==> config.mk <==
export PLATFORM = sky130hd
export DESIGN_NAME = evt_pkt_arbiter_flat
export DESIGN_NICKNAME = d
export VERILOG_FILES = /design/src/rtl/evt_pkt_arbiter_if.sv /design/src/rtl/evt_pkt_arbiter.sv /design/src/flat_wrapper.sv
export SDC_FILE = /design/constraint.sdc
export NUM_CORES = 1
export LEC_CHECK = 0
export ABC_CLOCK_PERIOD_IN_PS = 2200
export CAP_MARGIN = 25
export CORE_UTILIZATION = 29
export CTS_CLUSTER_DIAMETER = 40
export DETAILED_ROUTE_END_ITERATION = 6
export GPL_TIMING_DRIVEN = 0
export MAX_ROUTING_LAYER = met4
export PLACE_DENSITY = 0.82
export SLEW_MARGIN = 20
export SYNTH_ARGS = -nofsm -noshare
export SYNTH_HDL_FRONTEND = slang
export SYNTH_HIERARCHICAL = 1
export SYNTH_SLANG_ARGS = --single-unit
export TNS_END_PERCENT = 5
==> constraint.sdc <==
create_clock -name clk_i -period 2.2 [get_ports clk_i]
set_input_delay 0.44 -clock clk_i [delete_from_list [all_inputs] [get_ports clk_i]]
set_output_delay 0.44 -clock clk_i [all_outputs]
set_load 0.1 [all_outputs]
==> src/rtl/evt_pkt_arbiter_if.sv <==
// Handshake bundle for evt_pkt_arbiter: N input event streams, one output stream, status.
// The slave modport is the arbiter's side; master is the surrounding fabric.
interface evt_pkt_arbiter_if #(
  parameter int N_INP  = 2,
  parameter int DATA_W = 32
);
  localparam int IDX_W = (N_INP > 1) ? $clog2(N_INP) : 1;

  logic [N_INP-1:0][DATA_W-1:0] inp_data_i;
  logic [N_INP-1:0]             inp_valid_i;
  logic [N_INP-1:0]             inp_last_i;
  logic [N_INP-1:0]             inp_ready_o;
  logic [DATA_W-1:0]            oup_data_o;
  logic                         oup_valid_o;
  logic                         oup_last_o;
  logic                         oup_ready_i;
  logic                         busy_o;
  logic [IDX_W-1:0]             grant_idx_o;
  logic                         err_timeout_o;

  modport slave (
    input  inp_data_i, inp_valid_i, inp_last_i, oup_ready_i,
    output inp_ready_o, oup_data_o, oup_valid_o, oup_last_o,
           busy_o, grant_idx_o, err_timeout_o
  );

  modport master (
    output inp_data_i, inp_valid_i, inp_last_i, oup_ready_i,
    input  inp_ready_o, oup_data_o, oup_valid_o, oup_last_o,
           busy_o, grant_idx_o, err_timeout_o
  );
endinterface

==> src/rtl/evt_pkt_arbiter.sv <==
// Packet-locking N:1 event arbiter (round-robin or fixed priority), zero-latency datapath.
// Optional stall watchdog enabled by defining SNE_EVT_ARB_TIMEOUT_EN.

module evt_pkt_arbiter_lane #(
  parameter int DATA_W = 32
) (
  input  logic              sel_i,
  input  logic              valid_i,
  input  logic              last_i,
  input  logic [DATA_W-1:0] data_i,
  input  logic              oup_ready_i,
  output logic              ready_o,
  output logic              valid_o,
  output logic              last_o,
  output logic [DATA_W-1:0] data_o
);
  assign valid_o = sel_i & valid_i;
  assign ready_o = valid_o & oup_ready_i;
  assign last_o  = valid_o & last_i;
  assign data_o  = sel_i ? data_i : '0;
endmodule

module evt_pkt_arbiter #(
  parameter int    N_INP          = 2,
  parameter int    DATA_W         = 32,
  parameter string ARBITER        = "rr",
  parameter int    TIMEOUT_CYCLES = 256
) (
  input logic              clk_i,
  input logic              rst_i,
  evt_pkt_arbiter_if.slave bus
);
  localparam int IDX_W = (N_INP > 1) ? $clog2(N_INP) : 1;
  localparam bit PRIO  = (ARBITER == "prio");

  typedef enum logic {IDLE, LOCKED} state_e;

  state_e           state_q;
  logic [IDX_W-1:0] rr_ptr_q, lock_idx_q, grant_q;
  logic             busy_q;

  logic             any_vld;
  logic [IDX_W-1:0] arb_sel, cur_idx, grant_d, cand;
  logic             found;
  int               start, idx;
  logic             xfer, xfer_last, to_fire;

  logic [N_INP-1:0]             lane_vld, lane_last, lane_rdy;
  logic [N_INP-1:0][DATA_W-1:0] lane_data;
  logic [DATA_W-1:0]            oup_data;

  function automatic logic [IDX_W-1:0] wrap_inc(input logic [IDX_W-1:0] v);
    return (v == IDX_W'(N_INP - 1)) ? '0 : v + 1'b1;
  endfunction

  // Search upward from the rr pointer (or from 0 for priority), wrapping at N_INP.
  always_comb begin
    any_vld = |bus.inp_valid_i;
    arb_sel = '0;
    found   = 1'b0;
    cand    = '0;
    idx     = 0;
    start   = PRIO ? 0 : int'(rr_ptr_q);
    for (int k = 0; k < N_INP; k++) begin
      idx = start + k;
      if (idx >= N_INP) idx = idx - N_INP;
      cand = IDX_W'(idx);
      if (!found && bus.inp_valid_i[cand]) begin
        found   = 1'b1;
        arb_sel = cand;
      end
    end
  end

  assign cur_idx = (state_q == LOCKED) ? lock_idx_q : arb_sel;
  assign grant_d = (state_q == LOCKED) ? lock_idx_q : (any_vld ? arb_sel : grant_q);

  for (genvar i = 0; i < N_INP; i++) begin : g_lane
    evt_pkt_arbiter_lane #(.DATA_W(DATA_W)) u_lane (
      .sel_i       (cur_idx == IDX_W'(i)),
      .valid_i     (bus.inp_valid_i[i]),
      .last_i      (bus.inp_last_i[i]),
      .data_i      (bus.inp_data_i[i]),
      .oup_ready_i (bus.oup_ready_i),
      .ready_o     (lane_rdy[i]),
      .valid_o     (lane_vld[i]),
      .last_o      (lane_last[i]),
      .data_o      (lane_data[i])
    );
  end

  always_comb begin
    oup_data = '0;
    for (int i = 0; i < N_INP; i++) oup_data = oup_data | lane_data[i];
  end

  assign bus.inp_ready_o = lane_rdy;
  assign bus.oup_valid_o = |lane_vld;
  assign bus.oup_last_o  = |lane_last;
  assign bus.oup_data_o  = oup_data;
  assign bus.busy_o      = busy_q;
  assign bus.grant_idx_o = grant_d;

  assign xfer      = bus.oup_valid_o & bus.oup_ready_i;
  assign xfer_last = xfer & bus.oup_last_o;

`ifdef SNE_EVT_ARB_TIMEOUT_EN
  localparam int CNT_W = $clog2(TIMEOUT_CYCLES + 1);
  logic [CNT_W-1:0] stall_cnt_q, stall_cnt_d;

  assign stall_cnt_d       = stall_cnt_q + 1'b1;
  // Fires in the stall cycle that brings the count to the limit.
  assign to_fire           = (state_q == LOCKED) && !xfer &&
                             (stall_cnt_d == CNT_W'(TIMEOUT_CYCLES));
  assign bus.err_timeout_o = to_fire;

  always_ff @(posedge clk_i or posedge rst_i) begin
    if (rst_i)                                    stall_cnt_q <= '0;
    else if (state_q == IDLE || xfer || to_fire)  stall_cnt_q <= '0;
    else                                          stall_cnt_q <= stall_cnt_d;
  end
`else
  localparam int unused_timeout_cycles = TIMEOUT_CYCLES;
  assign to_fire           = 1'b0;
  assign bus.err_timeout_o = 1'b0;
`endif

  always_ff @(posedge clk_i or posedge rst_i) begin
    if (rst_i) begin
      state_q    <= IDLE;
      rr_ptr_q   <= '0;
      lock_idx_q <= '0;
      grant_q    <= '0;
      busy_q     <= 1'b0;
    end else begin
      grant_q <= grant_d;
      case (state_q)
        IDLE: begin
          if (any_vld) begin
            if (xfer_last) begin
              rr_ptr_q <= wrap_inc(arb_sel);
            end else begin
              // Freeze the grant: a stalled or open packet is never re-arbitrated.
              state_q    <= LOCKED;
              lock_idx_q <= arb_sel;
              busy_q     <= 1'b1;
            end
          end
        end
        LOCKED: begin
          if (xfer_last || to_fire) begin
            state_q  <= IDLE;
            rr_ptr_q <= wrap_inc(lock_idx_q);
            busy_q   <= 1'b0;
          end
        end
        default: begin
          state_q <= IDLE;
          busy_q  <= 1'b0;
        end
      endcase
    end
  end
endmodule

==> src/flat_wrapper.sv <==
// flat-port wrapper written by rule: the top's interface ports become plain ports
module evt_pkt_arbiter_flat 
#(
  parameter int    N_INP          = 2,
  parameter int    DATA_W         = 32,
  parameter string ARBITER        = "  ",
  parameter int    TIMEOUT_CYCLES = 256
)
  (clk_i, rst_i, bus_inp_data_i, bus_inp_valid_i, bus_inp_last_i, bus_oup_ready_i, bus_inp_ready_o, bus_oup_data_o, bus_oup_valid_o, bus_oup_last_o, bus_busy_o, bus_grant_idx_o, bus_err_timeout_o);
  evt_pkt_arbiter_if #(.N_INP(N_INP), .DATA_W(DATA_W)) bus_i ();
  input logic clk_i;
  input logic rst_i;
  input wire logic [$bits(bus_i.inp_data_i)-1:0] bus_inp_data_i;
  input wire logic [$bits(bus_i.inp_valid_i)-1:0] bus_inp_valid_i;
  input wire logic [$bits(bus_i.inp_last_i)-1:0] bus_inp_last_i;
  input wire logic [$bits(bus_i.oup_ready_i)-1:0] bus_oup_ready_i;
  output wire logic [$bits(bus_i.inp_ready_o)-1:0] bus_inp_ready_o;
  output wire logic [$bits(bus_i.oup_data_o)-1:0] bus_oup_data_o;
  output wire logic [$bits(bus_i.oup_valid_o)-1:0] bus_oup_valid_o;
  output wire logic [$bits(bus_i.oup_last_o)-1:0] bus_oup_last_o;
  output wire logic [$bits(bus_i.busy_o)-1:0] bus_busy_o;
  output wire logic [$bits(bus_i.grant_idx_o)-1:0] bus_grant_idx_o;
  output wire logic [$bits(bus_i.err_timeout_o)-1:0] bus_err_timeout_o;
  assign bus_i.inp_data_i = bus_inp_data_i;
  assign bus_i.inp_valid_i = bus_inp_valid_i;
  assign bus_i.inp_last_i = bus_inp_last_i;
  assign bus_i.oup_ready_i = bus_oup_ready_i;
  assign bus_inp_ready_o = bus_i.inp_ready_o;
  assign bus_oup_data_o = bus_i.oup_data_o;
  assign bus_oup_valid_o = bus_i.oup_valid_o;
  assign bus_oup_last_o = bus_i.oup_last_o;
  assign bus_busy_o = bus_i.busy_o;
  assign bus_grant_idx_o = bus_i.grant_idx_o;
  assign bus_err_timeout_o = bus_i.err_timeout_o;
  evt_pkt_arbiter #(.N_INP(N_INP), .DATA_W(DATA_W), .ARBITER(ARBITER), .TIMEOUT_CYCLES(TIMEOUT_CYCLES)) u_core (.clk_i(clk_i), .rst_i(rst_i), .bus(bus_i));
endmodule
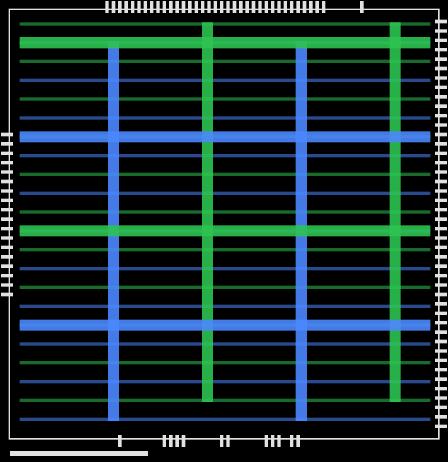
Figure 1: PDN straps and rails.
Scale bar: 20 um. Pins as bars on the die edge.
color	net
green	VDD
blue	VSS
met1 rails	22
signal pins	110
rows	21
met5 straps	4

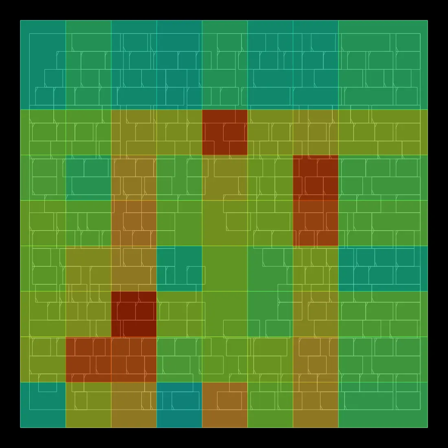
Figure 2: congestion heat map.
met2 Track Usage GR: 36.3%
Most Crowded Layer GR: met2
total track usage: 19.5%
GRT met1 Usage: 22.0%

==> impl_metrics.ini <==
; implementation run metrics
[synthesis]
async_flop_share_pct = 100
fp_nets = 208
ff_type = dfrtp_1
synth_adder_area_share_pct = 0
syn_inst = 137
logic_family = simple AND/OR/NAND/NOR gates
synth.cellmix.simpleShare_pct = 74.6
compound_area_share_pct = 8.31
yosysCellCount = 137

[layout]
fin_cells = 303
nNetsFinal = 329
diodes = 0
fillers = 234
stdcell_area_sq_um = 2660

[critical_path]
startpoint_type = flop
arrival_ns = 1.90
crit_buf_inv = 3
crit_path_end = bus_oup_data_o[13]
critPathKind = flop to primary output

[floorplanning]
fp.dieW_um = 61.8
io_pins = 110

[placement]
post-place-ws_ns = -1.72
portBuffers = 108

[timing]
setup_tns_ns = -2.82
hold_viol = 0
slew_violations = 0
setup_violations = 32
fin_ws_ns = -0.142

[run_status]
failed_checks = negative setup slack
status = finished, violations left

[min_path]
hp-class = primary input to asynchronous set/reset pin

[detailed_routing]
first_pass_iters = 4
drc = 0
routed_via_density = 4.37
vias = 1323

[global_route]
gr-total-overflow = 0
grt_start_max_net_pins = 11

[clocking]
hold_buffers = 0
cts_max_path_buffers = 2

[run]
log.warning_count = 29
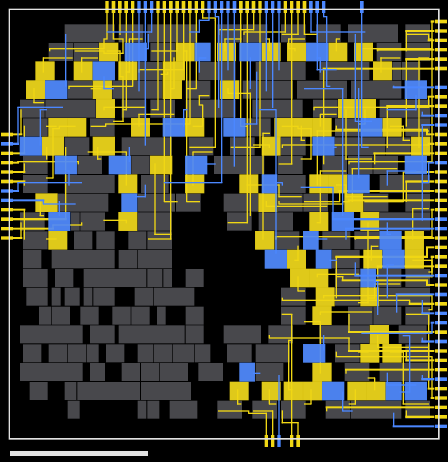
Figure 3: wires at chosen ports, followed through buffers.
Scale bar: 20 um.
color	port	bits	direction	edge	end cells	buffers	wire
yellow	`bus_inp_data_i`	64	input	30 right, 21 top, 9 left, 4 bottom	64	64	1,400 um
blue	`bus_oup_data_o`	32	output	15 top, 13 right, 3 left, 1 bottom	32	32	546 um

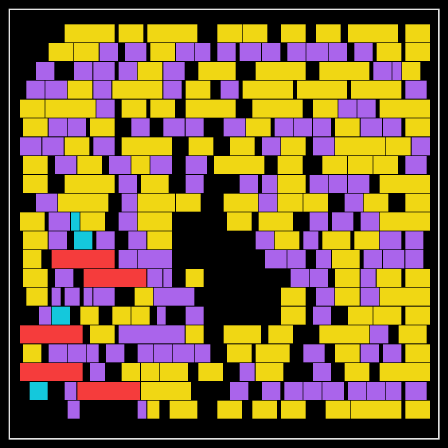
Figure 4: cells colored by class.
color	class	cells
purple	remaining logic cells	125
yellow	remaining buffers and delay cells	123
red	registers	5
cyan	clock drivers and dummy loads	4

-- routing by layer --
layer / GRT usage (%) / vias to the layer above
met5: - / -
met4: 4.44 / 0
met3: 2.69 / 0
met2: 36.3 / 66
met1: 22.0 / 593
li1: - / 664
-- area by class of cell --
class / instances / area, sq um / area share, %
Tap cell: 46 / 57.6 / 2.17
Timing Repair Buffer: 116 / 1390 / 52.4
Inverter: 3 / 13.8 / 0.518
Sequential cell: 5 / 125 / 4.71
Multi-Input combinational cell: 122 / 948 / 35.7
Buffer: 7 / 92.6 / 3.48
Clock buffer: 4 / 26.3 / 0.989
